File: src/rtl/green_seq.sv
// green_seq: multi-cycle fetch/exec/store sequencer for the green core.
// Ports: CLK/RST, RUN, IMEM req/ack/addr/data, INS, REG_EN, DMEM req/ack,
//        BR_TAKEN/BR_TGT from decoder, PC, HALTED, ILL, BUS_ERR.
module green_seq #(
  parameter logic [15:0] PC_RST      = 16'h0000,
  parameter int          BUS_TIMEOUT = 15
) (
  input  logic        CLK,
  input  logic        RST,
  input  logic        RUN,
  output logic        IMEM_REQ,
  output logic [15:0] IMEM_ADDR,
  input  logic        IMEM_ACK,
  input  logic [15:0] IMEM_DATA,
  output logic [15:0] INS,
  output logic        REG_EN,
  output logic        DMEM_REQ,
  input  logic        DMEM_ACK,
  input  logic        BR_TAKEN,
  input  logic [15:0] BR_TGT,
  output logic [15:0] PC,
  output logic        HALTED,
  output logic        ILL,
  output logic        BUS_ERR
);

  typedef enum logic [2:0] {
    S_IDLE,
    S_FETCH,
    S_EXEC,
    S_STORE,
    S_HALT
  } state_t;

  localparam logic [7:0] TMO_LIM = 8'(BUS_TIMEOUT);

  state_t      state_q, state_d;
  logic [15:0] pc_q, pc_d;
  logic [15:0] ins_q, ins_d;
  logic        ireq_q, ireq_d;
  logic        dreq_q, dreq_d;
  logic        reg_en_q, reg_en_d;
  logic        halted_q, halted_d;
  logic        ill_q, ill_d;
  logic        bus_err_q, bus_err_d;
  logic [7:0]  tmo_q, tmo_d;

  logic [3:0]  ex_opc;
  logic [3:0]  fe_opc;
  logic        tmo_hit;
  logic [15:0] pc_inc;

  assign ex_opc  = ins_q[15:12];
  assign fe_opc  = IMEM_DATA[15:12];
  assign pc_inc  = pc_q + 16'd1;
  // This cycle would be the last allowed one without an ack
  assign tmo_hit = (tmo_q + 8'd1) >= TMO_LIM;

  always_comb begin
    state_d   = state_q;
    pc_d      = pc_q;
    ins_d     = ins_q;
    ireq_d    = ireq_q;
    dreq_d    = dreq_q;
    reg_en_d  = 1'b0;
    halted_d  = halted_q;
    ill_d     = ill_q;
    bus_err_d = bus_err_q;
    tmo_d     = tmo_q;

    unique case (state_q)
      S_IDLE: begin
        if (RUN) begin
          state_d = S_FETCH;
          ireq_d  = 1'b1;
          tmo_d   = 8'd0;
        end
      end

      S_FETCH: begin
        if (IMEM_ACK) begin
          ins_d    = IMEM_DATA;
          ireq_d   = 1'b0;
          state_d  = S_EXEC;
          // Strobe is registered, so decide it from the incoming word
          reg_en_d = (fe_opc == 4'h0) || (fe_opc == 4'h2);
        end else if (tmo_hit) begin
          bus_err_d = 1'b1;
          ireq_d    = 1'b0;
          halted_d  = 1'b1;
          state_d   = S_HALT;
        end else begin
          tmo_d = tmo_q + 8'd1;
        end
      end

      S_EXEC: begin
        unique case (1'b1)
          (ex_opc == 4'h1): begin
            state_d = S_STORE;
            dreq_d  = 1'b1;
            tmo_d   = 8'd0;
          end
          (ex_opc == 4'hF): begin
            state_d  = S_HALT;
            halted_d = 1'b1;
          end
          default: begin
            if (ex_opc == 4'h3 && BR_TAKEN) begin
              pc_d = BR_TGT;
            end else begin
              pc_d = pc_inc;
            end
            if (ex_opc > 4'h3) begin
              ill_d = 1'b1;
            end
            if (RUN) begin
              state_d = S_FETCH;
              ireq_d  = 1'b1;
              tmo_d   = 8'd0;
            end else begin
              state_d = S_IDLE;
            end
          end
        endcase
      end

      S_STORE: begin
        if (DMEM_ACK) begin
          dreq_d = 1'b0;
          pc_d   = pc_inc;
          if (RUN) begin
            state_d = S_FETCH;
            ireq_d  = 1'b1;
            tmo_d   = 8'd0;
          end else begin
            state_d = S_IDLE;
          end
        end else if (tmo_hit) begin
          bus_err_d = 1'b1;
          dreq_d    = 1'b0;
          halted_d  = 1'b1;
          state_d   = S_HALT;
        end else begin
          tmo_d = tmo_q + 8'd1;
        end
      end

      S_HALT: begin
        halted_d = 1'b1;
      end

      default: begin
        state_d = S_IDLE;
      end
    endcase
  end

  always_ff @(posedge CLK) begin
    if (RST) begin
      state_q   <= S_IDLE;
      pc_q      <= PC_RST;
      ins_q     <= 16'h0000;
      ireq_q    <= 1'b0;
      dreq_q    <= 1'b0;
      reg_en_q  <= 1'b0;
      halted_q  <= 1'b0;
      ill_q     <= 1'b0;
      bus_err_q <= 1'b0;
      tmo_q     <= 8'd0;
    end else begin
      state_q   <= state_d;
      pc_q      <= pc_d;
      ins_q     <= ins_d;
      ireq_q    <= ireq_d;
      dreq_q    <= dreq_d;
      reg_en_q  <= reg_en_d;
      halted_q  <= halted_d;
      ill_q     <= ill_d;
      bus_err_q <= bus_err_d;
      tmo_q     <= tmo_d;
    end
  end

  assign IMEM_REQ  = ireq_q;
  assign IMEM_ADDR = pc_q;
  assign INS       = ins_q;
  assign REG_EN    = reg_en_q;
  assign DMEM_REQ  = dreq_q;
  assign PC        = pc_q;
  assign HALTED    = halted_q;
  assign ILL       = ill_q;
  assign BUS_ERR   = bus_err_q;

endmodule

File: config.mk
export PLATFORM = sky130hd
export DESIGN_NAME = green_seq
export DESIGN_NICKNAME = d
export VERILOG_FILES = /design/src/rtl/green_seq.sv
export SDC_FILE = /design/constraint.sdc
export NUM_CORES = 1
export LEC_CHECK = 0
export CORE_ASPECT_RATIO = 0.7
export CORE_MARGIN = 8
export CORE_UTILIZATION = 42
export CTS_BUF_LIST = sky130_fd_sc_hd__clkbuf_4 sky130_fd_sc_hd__clkbuf_8
export DETAILED_ROUTE_END_ITERATION = 16
export GPL_ROUTABILITY_DRIVEN = 0
export PLACE_DENSITY = 0.82
export SETUP_SLACK_MARGIN = 0.5
export SYNTH_ARGS = -nofsm -noshare
export SYNTH_HDL_FRONTEND = slang
export SYNTH_SLANG_ARGS = --single-unit
File: constraint.sdc
create_clock -name CLK -period 2 [get_ports CLK]
set_input_delay 0.5 -clock CLK [delete_from_list [all_inputs] [get_ports CLK]]
set_output_delay 0.5 -clock CLK [all_outputs]
set_load 0.005 [all_outputs]
**Run 1: congestion heat map**

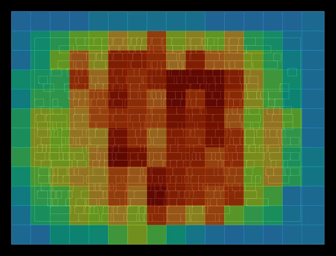
Global Route met1 Usage: 25.4%
met3 Track Usage GR: 6.03%
Global Route Usage Sum: 20.5%
highest-utilization routing layer at the global route stage: met2
final routed wire length divided by cell count: 21.7 um

**Run 1: power grid**

Scale: 3 px per um. Pins as bars on the die edge.
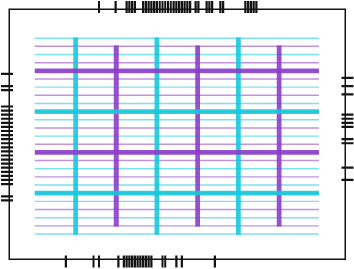
| net | color |
|---|---|
| VSS | cyan |
| VDD | purple |
rows: 24
signal pins: 92
met1 rails: 25

**Run 1: placed cells, one color a class**

Scale: 4 px per um. Fill, decap, tap and diode cells in gray.
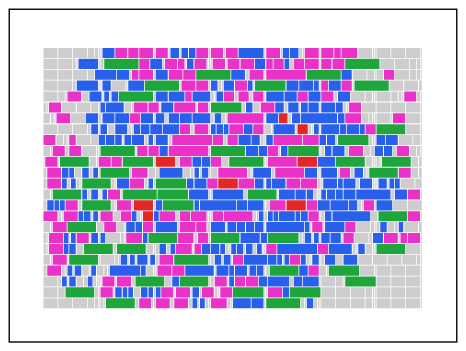
| class | color | cells | share of their area |
|---|---|---|---|
| clock drivers and dummy loads | red | 8 | 2.0% |
| other buffers and delay cells | magenta | 157 | 33% |
| flops | green | 49 | 23% |
| all other logic | blue | 256 | 42% |

==> run notes, run 1 <==
Counting the warning lines in the Yosys log gives 0. The tools report the remaining global-route overflow as 0. The kind of launch point of the worst setup path is a flop. The synthesized netlist occupies a cell area of 2680 sq um. The internal portion of the total power is 1.44 mW. Per STA, the worst path is made up of or4b_4 -> or3_4 -> a2111oi_4 -> a2bb2oi_4 -> o22ai_1.

Across the whole layout, multi-input logic makes up 39.8% of the cell area. The run gives 4620 sq um for the total non-filler cell area in the finished layout. The run gives 43.3% as the core utilization before placement. OpenROAD emitted warnings numbering 30. The port buffer count was 91. The least setup slack across all paths after layout came out at -236 ps.

The core area was 6190 sq um; the final-layout setup total negative slack was -1150 ps. For the maximum clock frequency, the log shows 0.447 GHz. For this run, the number of standard cells in the final layout without fillers is 548. Critical path required time: 2170 ps. The top cell types in the final layout, fill and taps aside, are 44 x sky130_fd_sc_hd__dlygate4sd2_1, 44 x sky130_fd_sc_hd__buf_4, 42 x sky130_fd_sc_hd__nand2_1.

The run gives 9 as the setup-violating endpoint count in the final report. Summed over all combinational cells, the power is 0.346 mW. The cell count after synthesis is 339, and the sum of buffers and inverters on the critical path is 0. Dividing total power by cell area gives a power density of 434 nW/um^2. The initial antenna violation count came out at 0.

In the post-synthesis netlist, the biggest area contributors are sky130_fd_sc_hd__dfxtp_1 37%, sky130_fd_sc_hd__nand2_1 6.9%, sky130_fd_sc_hd__a21oi_1 6.3%. For the maximum number of pins on one net before global-route repair, the log shows 23. In the finished layout, the clock tree contains a buffer count of 7. The floorplan report gives the top-level pin count as 92. Overall power consumption after layout is estimated at 2.00 mW.

The group with the largest share of power is registers. The tools report the combinational share of power as 17.2%. The transition time at the pin with the least slew margin was 528 ps; the number of CTS-inserted buffers was 5. STA classifies the critical path endpoint as a flop. Per the detail_route report, vias per standard cell equal 5.97. Per the final layout report, the fraction of cells sized above drive strength 1 comes to 38.5%.

The count of final hold-check violations came out at 0. The area of the chip was 9230 sq um. Summing all multi-input logic gate instances after layout gives 1840 sq um. The final reports fail on negative setup slack. The number of gates resized after CTS was 169. The critical path class was flop to flop. The root buffer cell chosen for the clock tree is sky130_fd_sc_hd__clkbuf_8.

The DRC marker count from the first detailed-route iteration was 273. After detailed routing, the met3 layer carries 975 um of wire. The clock network accounts for 32.4% of the total power.

For this run, design rule violations remaining after detail routing come to 0. The run gives 3104 for the via count of the first global-routing pass. The leading register cell type out of synthesis was sky130_fd_sc_hd__dfxtp_1. The uppermost layer routed is met4. The first global-routing pass estimated 16.1 mm of wire.

The horizontal die dimension reported for this design is 111 um. The final design was reported to hold multi-input combinational gates totalling 244. The switching share of total power is 27.9%. The latest clock arrival within the worst-skew pair was 310 ps; the number of signal-net buffers in the layout was 157.

TritonCTS built the clock tree. The run finished, with violations left. The run gives 0 for the number of antenna cells inserted. Summed over all nets, wire length on met2 after detailed routing comes to 5.76 mm.

For the met2 routing resource usage after global routing, the log shows 32.3%. The run gives 1050 sq um as the register area. The tree built by TritonCTS fans out to 49 sinks.

The total number of vias is 3274, and the layout overhead on the synthesized area is 72.2%. Fraction of registers with async set/reset: 0%. The number of different library cells used by synthesis comes to 56. Once placement completed, the tool counted placed cells totaling 496. The number of nets handed over by synthesis was 380.

The run gives 0 as the tally of max-capacitance violations. The flow reports that sequential cells draw 50.3% of the design power.
run 1: cell families (layout without fill, tap and decap cells):
logic type,after synthesis,after routing,synth area share [%]
DFF,49,49,36.6
buffers and inverters,46,177,8.82
AOI/OAI and AO/OA,96,96,24.3
xor gates and xnor gates,4,4,1.31
and+or+nand+nor,140,140,27.2
muxes,1,1,0.373
adders and majority gates,3,3,1.40
run 1: worst paths after layout:
kind | from | end | slack, ps | cells after the start
worst min register to register | INS[5] | INS[5] | 450 | 2
worst min-delay path | INS[5] | INS[5] | 450 | 2
worst max-delay path | INS[13] | tmo_q[1] | -240 | 5
worst max register to register | INS[13] | tmo_q[1] | -240 | 5
==> inputs of run 2 (changes only) <==
CORE_MARGIN = not set   (was 8)
CORE_UTILIZATION = 45   (was 42)
DONT_BUFFER_PORTS = 1   (was not set)
PLACE_DENSITY = 0.66   (was 0.82)
**Run 2: congestion heat map**

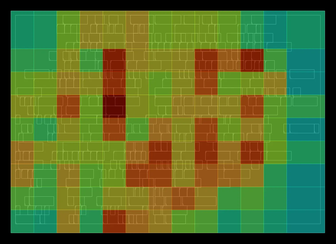
Global Route Usage Sum: 22.5%
met3 Track Usage GR: 7.42%
met2 track demand over resource in global routing: 32.4%

**Run 2: power grid**

Scale: 4 px per um. Pins as bars on the die edge.
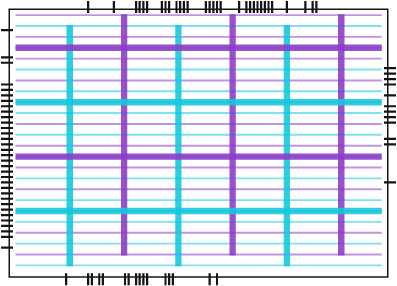
| net | color |
|---|---|
| VSS | cyan |
| VDD | purple |
met1 rails: 24
met5 straps: 4
rows: 23
signal pins: 92
met4 straps: 6

==> run 2 against run 1 <==
The flow still finishes with violations (negative setup slack). Combinational power shrank 48%. Wire length fell by 39%. Setup slack improved by 170 ps. Maximum frequency up 8.0%. Sequential cell count unchanged. Global-route usage grew 2.0 points. Highest routed layer unchanged.
==> run notes, run 2 <==
The setup-violating endpoint count in the final report is 9 (unchanged). For the worst reg-to-reg path, the startpoint reported by OpenROAD is INS[13]. The post-synthesis mux area share is 0.373% (unchanged). The run gives 5 (unchanged) for the number of CTS-inserted buffers. The wire length of the first global-routing pass was 10.9 mm (-32%). Looking at the clock tree report, the root buffer type is sky130_fd_sc_hd__clkbuf_8. The synthesis run identifies the leading combinational cell family as simple AND/OR/NAND/NOR gates. In this run the critical path is formed by or4b_4 -> or3_4 -> a2111oi_4 -> a2bb2oi_4 -> o22ai_1. The maximum clock frequency is 0.483 GHz (+8.0%). The run gives 0 (unchanged) for the initial antenna violation count. DRC marker count from the first detailed-route iteration: 97 (-64%). For reference, the critical path is launched at INS[13]. With the layout cell share with drive strength beyond 1 at 25.6% (-13 points), the tally of yosys warning messages is 0 (unchanged). The run gives 339 (unchanged) for the cell count after synthesis.

At the worst endpoint, the arrival time is 2270 ps. Hold analysis lists the worst path endpoint as IMEM_ADDR[7]. The area of the chip came out at 6270 sq um (-32%). The run gives 75 as the tap cell instance count. The final non-filler cell total was 423 (-23%); the critical-path maximum fanout was 7. The run gives 92 (unchanged) as the top-level port count.

The tools report the via count of the first global-routing pass as 2240 (-28%). The number of signal-net buffers in the layout was 35 (-78%). The kind of launch point of the worst setup path is a flop.

The core utilization before placement was 46.8% (+3.5 points). The combinational share of cell area works out to 52.3% (+13 points). The largest share of the power goes to registers.

With the total non-filler cell area in the finished layout at 3240 sq um (-30%), the remaining global-route overflow is 0 (unchanged). The most common logic cells in the final layout are 46 x sky130_fd_sc_hd__nand2_1, 39 x sky130_fd_sc_hd__dfxtp_1, 34 x sky130_fd_sc_hd__a21oi_1. The combinational group power was 0.181 mW (-48%); the clock share of power was 33.7% (+1.3 points). The net count entering floorplan is 380 (unchanged).

The finished design was reported to have a net count of 388. With the combinational share of power at 10.0% (-7.2 points), the power density over the cells is 560 nW/um^2 (+29%). In this run the critical register-to-register path is captured at tmo_q[1]. The register area was 998 sq um (-4.5%).

Switching share of total power: 26.2% (-1.8 points). Latest clock arrival within the worst-skew pair: 310 ps (about the same). The number of remaining DRC errors was 0 (unchanged); the maximum number of pins on one net before global-route repair was 49 (+110%). Total tool warning count: 30 (unchanged). The x dimension of the die was 94.2 um (-15%); the tally of max-capacitance violations was 0 (unchanged). The multi-input gate area in the final layout is 1700 sq um (-7.6%). The final-layout setup total negative slack is -354 ps (+798 ps).

The final reports fail on negative setup slack. The run gives 1.34 mW (-7.2%) as the internal portion of total power. The flow ran to the end, but the final reports show violations.

The number of clock-tree buffers in the layout is 6 (-1). The via count normalized by instance count came out at 5.92 (-0.92%). The kind of end point of the critical path was a flop. The number of cells on the worst reg-to-reg path came out at 5 (unchanged). The run gives 24.3% (unchanged) for the synthesized-area fraction occupied by ao, oa, aoi and oai cells.

The run gives 49 (unchanged) for the number of clock sinks. The least setup slack across all paths after layout was -71.0 ps (+165 ps). With the simple-gate share of the synthesized area at 27.2% (unchanged), the transition time at the pin with the least slew margin is 495 ps (-32.8 ps). The port buffer count is 0 (-100%). The fraction of registers with async set/reset is 0% (unchanged).

The number of distinct library cells after synthesis is 56 (unchanged), and the number of antenna cells inserted is 0 (unchanged). The number of logic gates was 244 (unchanged); the core area was 5730 sq um (-7.4%). The number of stages on the worst hold path is 1 (-1). For the critical path required time, the log shows 2200 ps (+30 ps). Register-to-register setup slack: -70 ps (+170 ps).

TritonCTS built the clock tree. The routed wire length per instance was 17.3 um (-20%); the total number of vias was 2504 (-24%). The run gives 1.31% (unchanged) for the area fraction in xor and xnor cells. Critical path class: flop to flop. Among all flip-flop cells after synthesis, the most frequent one is sky130_fd_sc_hd__dfxtp_1. Sorting the synthesized cells by area gives the leading types as sky130_fd_sc_hd__dfxtp_1 37%, sky130_fd_sc_hd__nand2_1 6.9%, sky130_fd_sc_hd__a21oi_1 6.3%. Sequential elements use 36.6% of the synthesized area.

Sum of buffers and inverters on the critical path: 0 (unchanged). The post-synthesis area per instance came out at 7.91 sq um. The cell area after synthesis was 2680 sq um (unchanged); the relative contribution of sequential cells to total power was 56.3% (+6.0 points). The count of final hold-check violations was 0 (unchanged).

The area share of fa/ha/maj cells after synthesis was 1.40% (unchanged). Row generation in the floorplan step produced 23 rows. The tools report the post-layout total power as 1.82 mW (-9.4%). The worst hold path begins at RST.

From synthesis to final layout, the design area changed by 21.0%. The cell count after placement is 404 (-19%).
-- run 2: cell counts after synthesis --
No cell type changed its count.
-- run 2: timing repair --
item,4_1_cts,5_1_grt
pin swaps,12,10
hold buffers,0,0
endpoints found under the hold margin,0,0
cloned,2,0
resized,39,20
buffers inserted,5,4
setup endpoints to repair,47,45
-- run 2: routing by layer --
layer	share of wire [%]	global-route usage, %	wire (um)
met5	0	0	0
met4	1.1	5.96	79
met3	8.5	7.42	624
met2	44	32.4	3230
met1	46	31.6	3380
-- run 2: how the worst max path moves through the flow --
stage / slack, ps / end / cells after the start
after CTS: -50 / tmo_q[1] / 5
after floorplan: 6 / tmo_q[3] / 5
after global placement: -30 / tmo_q[3] / 5
after global routing: -130 / tmo_q[1] / 5
after detailed placement: -50 / tmo_q[1] / 5
final: -70 / tmo_q[1] / 5
Power figures rest on the tool's default switching activity, not on a simulated workload.
